--- src/rtl/riscv_lsu_pkg.sv ---
// Shared encodings for the load/store unit: access sizes, FSM states and
// the store-side lane helpers.
package riscv_lsu_pkg;

    localparam logic [2:0] LS_B  = 3'b000;
    localparam logic [2:0] LS_H  = 3'b001;
    localparam logic [2:0] LS_W  = 3'b010;
    localparam logic [2:0] LS_BU = 3'b100;
    localparam logic [2:0] LS_HU = 3'b101;

    typedef enum logic [1:0] {
        IDLE = 2'b00,
        BUSY = 2'b01,
        DONE = 2'b10
    } lsu_state_e;

    function automatic logic [3:0] store_be(input logic [2:0] funct3, input logic [1:0] off);
        case (funct3)
            LS_B:    store_be = 4'b0001 << off;
            LS_H:    store_be = 4'b0011 << off;
            default: store_be = 4'b1111;
        endcase
    endfunction

    function automatic logic [31:0] store_data(input logic [2:0] funct3, input logic [31:0] wd);
        case (funct3)
            LS_B:    store_data = {4{wd[7:0]}};
            LS_H:    store_data = {2{wd[15:0]}};
            default: store_data = wd;
        endcase
    endfunction

endpackage

--- src/rtl/load_formatter.sv ---
// Selects the addressed byte/halfword lane of a read word and extends it
// to 32 bits according to the load type.
module load_formatter
    import riscv_lsu_pkg::*;
(
    input  logic [31:0] rdata,
    input  logic [1:0]  addr,
    input  logic [2:0]  funct3,
    output logic [31:0] data
);

    logic [7:0]  byte_lane;
    logic [15:0] half_lane;

    always_comb begin
        byte_lane = 8'(rdata >> {addr, 3'b000});
        half_lane = addr[1] ? rdata[31:16] : rdata[15:0];
        case (funct3)
            LS_B:    data = {{24{byte_lane[7]}}, byte_lane};
            LS_H:    data = {{16{half_lane[15]}}, half_lane};
            LS_W:    data = rdata;
            LS_BU:   data = {24'h0, byte_lane};
            LS_HU:   data = {16'h0, half_lane};
            default: data = 32'h0;
        endcase
    end

endmodule

--- src/rtl/load_store_unit.sv ---
// M-stage load/store sequencer: checks the access, issues one data-memory
// request, waits for ack with a timeout and hands the formatted result on.
module load_store_unit
    import riscv_lsu_pkg::*;
#(
    parameter int MAX_WAIT = 16
) (
    input  logic        clk,
    input  logic        reset,
    input  logic        MemReadM,
    input  logic        MemWriteM,
    input  logic [2:0]  Funct3M,
    input  logic [31:0] ALUResultM,
    input  logic [31:0] WriteDataM,
    output logic [31:0] ReadDataM,
    output logic        StallM,
    output logic        AccessFaultM,
    output logic        BusErrM,
    output logic        dmem_req,
    output logic        dmem_we,
    output logic [31:0] dmem_addr,
    output logic [31:0] dmem_wdata,
    output logic [3:0]  dmem_be,
    input  logic [31:0] dmem_rdata,
    input  logic        dmem_ack
);

    localparam logic [7:0] LAST_WAIT = 8'(MAX_WAIT - 1);

    lsu_state_e  state_q, state_d;
    logic [7:0]  cnt_q, cnt_d;
    logic        we_q, we_d;
    logic [31:0] addr_q, addr_d;
    logic [31:0] wdata_q, wdata_d;
    logic [3:0]  be_q, be_d;
    logic [2:0]  f3_q, f3_d;
    logic [31:0] rdata_q, rdata_d;
    logic        buserr_q, buserr_d;

    logic        access, legal, aligned, valid;
    logic [31:0] fmt_data;

    load_formatter u_fmt (
        .rdata  (dmem_rdata),
        .addr   (addr_q[1:0]),
        .funct3 (f3_q),
        .data   (fmt_data)
    );

    // A store wins when both MemReadM and MemWriteM are set, so only the
    // unsigned sizes depend on the direction.
    always_comb begin
        access = MemReadM | MemWriteM;
        case (Funct3M)
            LS_B, LS_H, LS_W: legal = 1'b1;
            LS_BU, LS_HU:     legal = ~MemWriteM;
            default:          legal = 1'b0;
        endcase
        case (Funct3M[1:0])
            2'b01:   aligned = ~ALUResultM[0];
            2'b10:   aligned = (ALUResultM[1:0] == 2'b00);
            default: aligned = 1'b1;
        endcase
        valid = access & legal & aligned;
    end

    always_comb begin
        state_d      = state_q;
        cnt_d        = cnt_q;
        we_d         = we_q;
        addr_d       = addr_q;
        wdata_d      = wdata_q;
        be_d         = be_q;
        f3_d         = f3_q;
        rdata_d      = rdata_q;
        buserr_d     = buserr_q;
        StallM       = 1'b0;
        AccessFaultM = 1'b0;
        case (state_q)
            IDLE: begin
                if (valid) begin
                    StallM   = 1'b1;
                    state_d  = BUSY;
                    cnt_d    = 8'd0;
                    we_d     = MemWriteM;
                    addr_d   = ALUResultM;
                    wdata_d  = store_data(Funct3M, WriteDataM);
                    be_d     = store_be(Funct3M, ALUResultM[1:0]);
                    f3_d     = Funct3M;
                    rdata_d  = 32'h0;
                    buserr_d = 1'b0;
                end else begin
                    AccessFaultM = access;
                end
            end
            BUSY: begin
                StallM = 1'b1;
                if (dmem_ack) begin
                    rdata_d  = we_q ? 32'h0 : fmt_data;
                    buserr_d = 1'b0;
                    state_d  = DONE;
                end else if (cnt_q == LAST_WAIT) begin
                    rdata_d  = 32'h0;
                    buserr_d = 1'b1;
                    state_d  = DONE;
                end else begin
                    cnt_d = cnt_q + 8'd1;
                end
            end
            DONE:    state_d = IDLE;
            default: state_d = IDLE;
        endcase
    end

    always_ff @(posedge clk or posedge reset) begin
        if (reset) begin
            state_q  <= IDLE;
            cnt_q    <= 8'd0;
            we_q     <= 1'b0;
            addr_q   <= 32'h0;
            wdata_q  <= 32'h0;
            be_q     <= 4'h0;
            f3_q     <= 3'b000;
            rdata_q  <= 32'h0;
            buserr_q <= 1'b0;
        end else begin
            state_q  <= state_d;
            cnt_q    <= cnt_d;
            we_q     <= we_d;
            addr_q   <= addr_d;
            wdata_q  <= wdata_d;
            be_q     <= be_d;
            f3_q     <= f3_d;
            rdata_q  <= rdata_d;
            buserr_q <= buserr_d;
        end
    end

    assign dmem_req   = (state_q == BUSY);
    assign dmem_we    = we_q;
    assign dmem_addr  = {addr_q[31:2], 2'b00};
    assign dmem_wdata = wdata_q;
    assign dmem_be    = be_q;
    assign ReadDataM  = (state_q == DONE) ? rdata_q : 32'h0;
    assign BusErrM    = (state_q == DONE) & buserr_q;

endmodule

--- config.mk ---
export PLATFORM = sky130hd
export DESIGN_NAME = load_store_unit
export DESIGN_NICKNAME = d
export VERILOG_FILES = /design/src/rtl/riscv_lsu_pkg.sv /design/src/rtl/load_formatter.sv /design/src/rtl/load_store_unit.sv
export SDC_FILE = /design/constraint.sdc
export NUM_CORES = 1
export LEC_CHECK = 0
export ABC_AREA = 1
export CAP_MARGIN = 15
export CELL_PAD_IN_SITES_DETAIL_PLACEMENT = 0
export CELL_PAD_IN_SITES_GLOBAL_PLACEMENT = 1
export CORE_MARGIN = 2
export CORE_UTILIZATION = 33
export CTS_CLUSTER_DIAMETER = 50
export DETAILED_ROUTE_END_ITERATION = 12
export GPL_TIMING_DRIVEN = 0
export PLACE_DENSITY_LB_ADDON = 0.1
export SYNTH_ARGS = -nofsm -noshare
export SYNTH_HDL_FRONTEND = slang
export SYNTH_SLANG_ARGS = --single-unit
--- constraint.sdc ---
create_clock -name clk -period 4.7 [get_ports clk]
set_clock_uncertainty 0.2 [all_clocks]
set_input_delay 0.94 -clock clk [delete_from_list [all_inputs] [get_ports clk]]
set_output_delay 0.94 -clock clk [all_outputs]
set_load 0.005 [all_outputs]
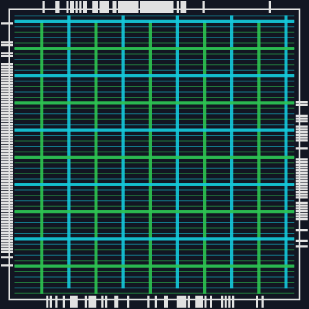
**Above:** run 1 (supply network).
(2 px per um) Pins as bars on the die edge.
| color | net |
|---|---|
| cyan | VDD |
| green | VSS |
met5 straps: 10
met1 rails: 52
rows: 51
Core Area: 19400 um2
Die Wd: 144 um
die height: 144 um

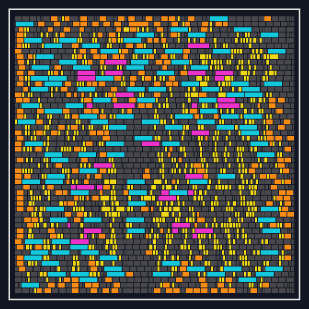
**Above:** run 1 (placed cells, one color a class).
(2 px per um) Fill, decap, tap and diode cells in gray.
| color | class | cells | share of their area |
|---|---|---|---|
| yellow | all other logic | 747 | 34% |
| magenta | clock drivers and dummy loads | 32 | 6.9% |
| orange | other buffers and delay cells | 280 | 28% |
| cyan | flip-flops | 115 | 31% |
Final Util: 0.493
Seq area share: 0.301
Final Instance Area: 9570 um2
# rows: 51

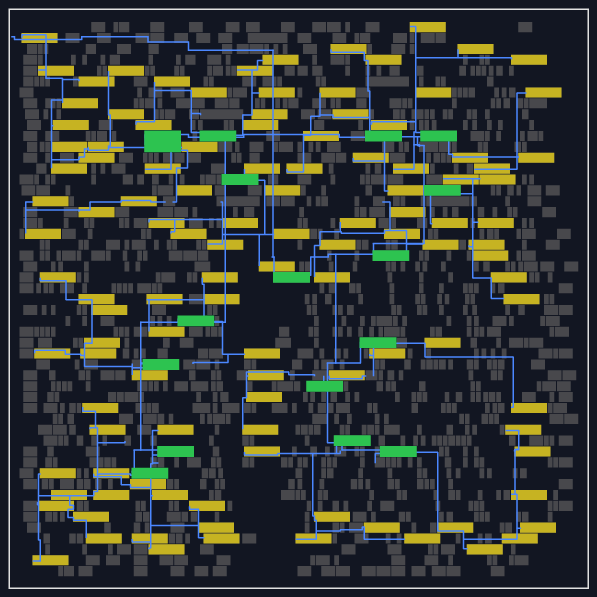
**Above:** run 1 (clock network drawn from the DEF).
(4 px per um)
[blue] clock wires | length: 1810 um
[green] cells driving clock nets | count: 17
[yellow] flip-flops | count: 115
flops lie: all over the die
clock share of power: 0.290
clk latency late pin: 420 ps

==> run_results.csv, run 1 <==
group,metric,value,unit
global_routing,gr-usage-met1,0.261,
cts,cts_tree,"yes",
worst_setup_path,cp_top_family,"buffers and inverters",
pwr,total_power,0.00488,W
global_routing,overflow,0,
run_status,run_status,"complete, no violations",
route,vias_per_cell,4.41,
die,initial_core_util,0.335,
synth,topCellsByArea,"dfrtp_1, nand2_1, nand3_1, buf_4, nor2_1",
global_routing,grt_pass1_wl,32300,um
pwr,cellPowerDensity,509,nW/um2
final_layout,clock_area_frac,0.0668,
final_layout,buf_share,0.274,
route,top_layer_used,"met4",
final_layout,seq_area,2880,um2
placed_design,gp_congestion,0.825,
placed_design,placed_area,8930,um2
cts,clkTransAtPathRegs,60,ps
final_layout,drive_above_1_share,0.107,
job,warnings,28,
worst_setup_path,required,3560,ps
final_layout,mostFrequentLayoutCells,"nand2_1, clkdlybuf4s50_1, dfrtp_1, nor2_1, inv_1",
global_routing,grt_pass1_vias,6104,
cts,root_buffer,"clkbuf_16",
route,avgRoutedWirePerCell,14.2,um
worst_setup_path,cpPeakStageDelay,530,ps
placed_design,pre_cts_slack,356,ps
worst_setup_path,crit_cells,11,
route,drt_iter0_markers,317,
synth,ys_seq_share,0.443,
final_layout,syn2layout_area_growth,47.2,%
synth,avgSynthCellArea,6.96,um2
final_layout,layout_top_cell,"nand2_1",
worst_setup_path,r2r_slack,2730,ps
route,wl,20400,um
cts,cts_resized,0,
cts,cts.sinks,115,
die,die-area,20800,um2
die,tap_cells,265,
min_path,min_path_type,"flip-flop to flip-flop",
pwr,swShare,0.331,
worst_setup_path,timing.critical_path.from,"Funct3M[0]",
worst_setup_path,reg2reg_from,"cnt_q[0]$_DFFE_PP0P_",
final_timing,tns,0,ps
route,wl_met1,9070,um
synth,top_area_cell,"dfrtp_1",
**Run 1: placement view**

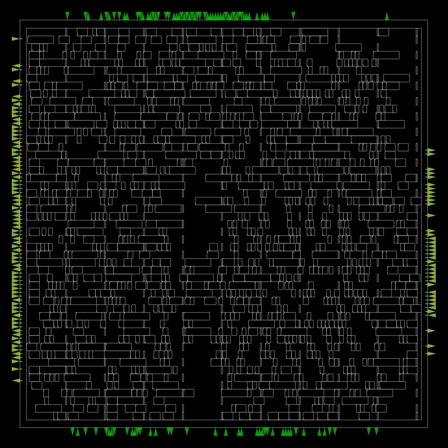

==> run 1 -> run 2 <==
--- a/config.mk
+++ b/config.mk
@@ -9,6 +9,7 @@
 export CAP_MARGIN = 15
 export CELL_PAD_IN_SITES_DETAIL_PLACEMENT = 0
 export CELL_PAD_IN_SITES_GLOBAL_PLACEMENT = 1
+export CORE_ASPECT_RATIO = 1.4
 export CORE_MARGIN = 2
 export CORE_UTILIZATION = 33
 export CTS_CLUSTER_DIAMETER = 50
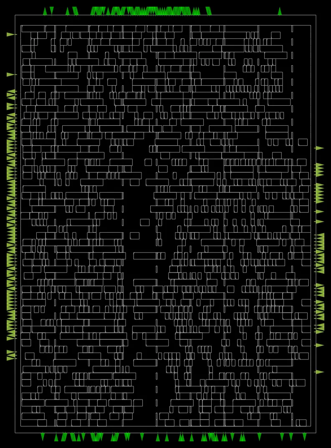
**Above:** run 2 (placement view).
# rows: 60
Core Area: 19300 um2
Seq area share: 0.300
Final Util: 0.497

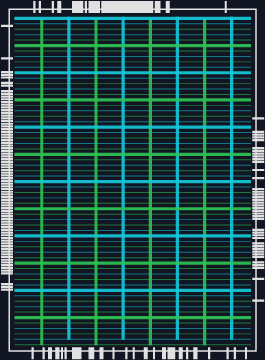
**Above:** run 2 (supply network).
(2 px per um) Pins as bars on the die edge.
| color | net |
|---|---|
| green | VSS |
| cyan | VDD |
rows: 60
met4 straps: 8
Die Wd: 123 um
VDD IR-drop max: 264 uV

==> run 2 against run 1 <==
Effect of this change:
- register-to-register slack hardly changed
- utilization is 0.40 points higher
- critical path depth stayed put
- worst hold slack worse by 3.5 ps
- fmax is 1.0% higher
==> run_results.csv, run 2 <==
group,metric,value,unit
pwr,power.group.top,"combinational logic",
die,initial_core_util,0.337,
job,warnings,28,
final_layout,clock_area_frac,0.0716,
final_layout,drive_above_1_share,0.107,
min_path,min-delay-start,"addr_q[19]$_DFFE_PP0P_",
synth,top_area_cell,"dfrtp_1",
worst_setup_path,crit_cells,11,
pwr,cellPowerDensity,519,nW/um2
cts,cts_resized,0,
final_timing,fin_crit,4260,ps
placed_design,pre_cts_slack,403,ps
cts,cts.sinks,115,
pwr,swShare,0.324,
route,wl_met1,8560,um
worst_setup_path,r2r_slack,2730,ps
placed_design,gp_congestion,0.838,
final_layout,syn2layout_area_growth,47.6,%
route,drt_iter0_markers,332,
worst_setup_path,crit_end,"StallM",
min_path,min_path_type,"flip-flop to flip-flop",
final_layout,design_area,9600,um2
route,top_layer_used,"met4",
run_status,run_status,"complete, no violations",
route,avgRoutedWirePerCell,14.5,um
die,die-area,20900,um2
worst_setup_path,reg2reg_from,"cnt_q[0]$_DFFE_PP0P_",
pwr,clockPowerShare,0.306,
cts,clockBufferDepth,2,
die,tap_cells,248,
final_timing,tns,0,ps
cts,insertion_delay,420,ps
synth,ys_seq_share,0.443,
cts,cts_tree,"yes",
cts,clkTransAtPathRegs,60,ps
final_layout,mostFrequentLayoutCells,"nand2_1, clkdlybuf4s50_1, dfrtp_1, nor2_1, inv_1",
placed_design,placed_area,8910,um2
route,vias_per_cell,4.43,
final_layout,buf_share,0.273,
worst_setup_path,timing.critical_path.from,"Funct3M[0]",
worst_setup_path,cp_top_family,"buffers and inverters",
worst_setup_path,cpPeakStageDelay,530,ps
synth,avgSynthCellArea,6.96,um2
Power and IR drop assume default switching activity.
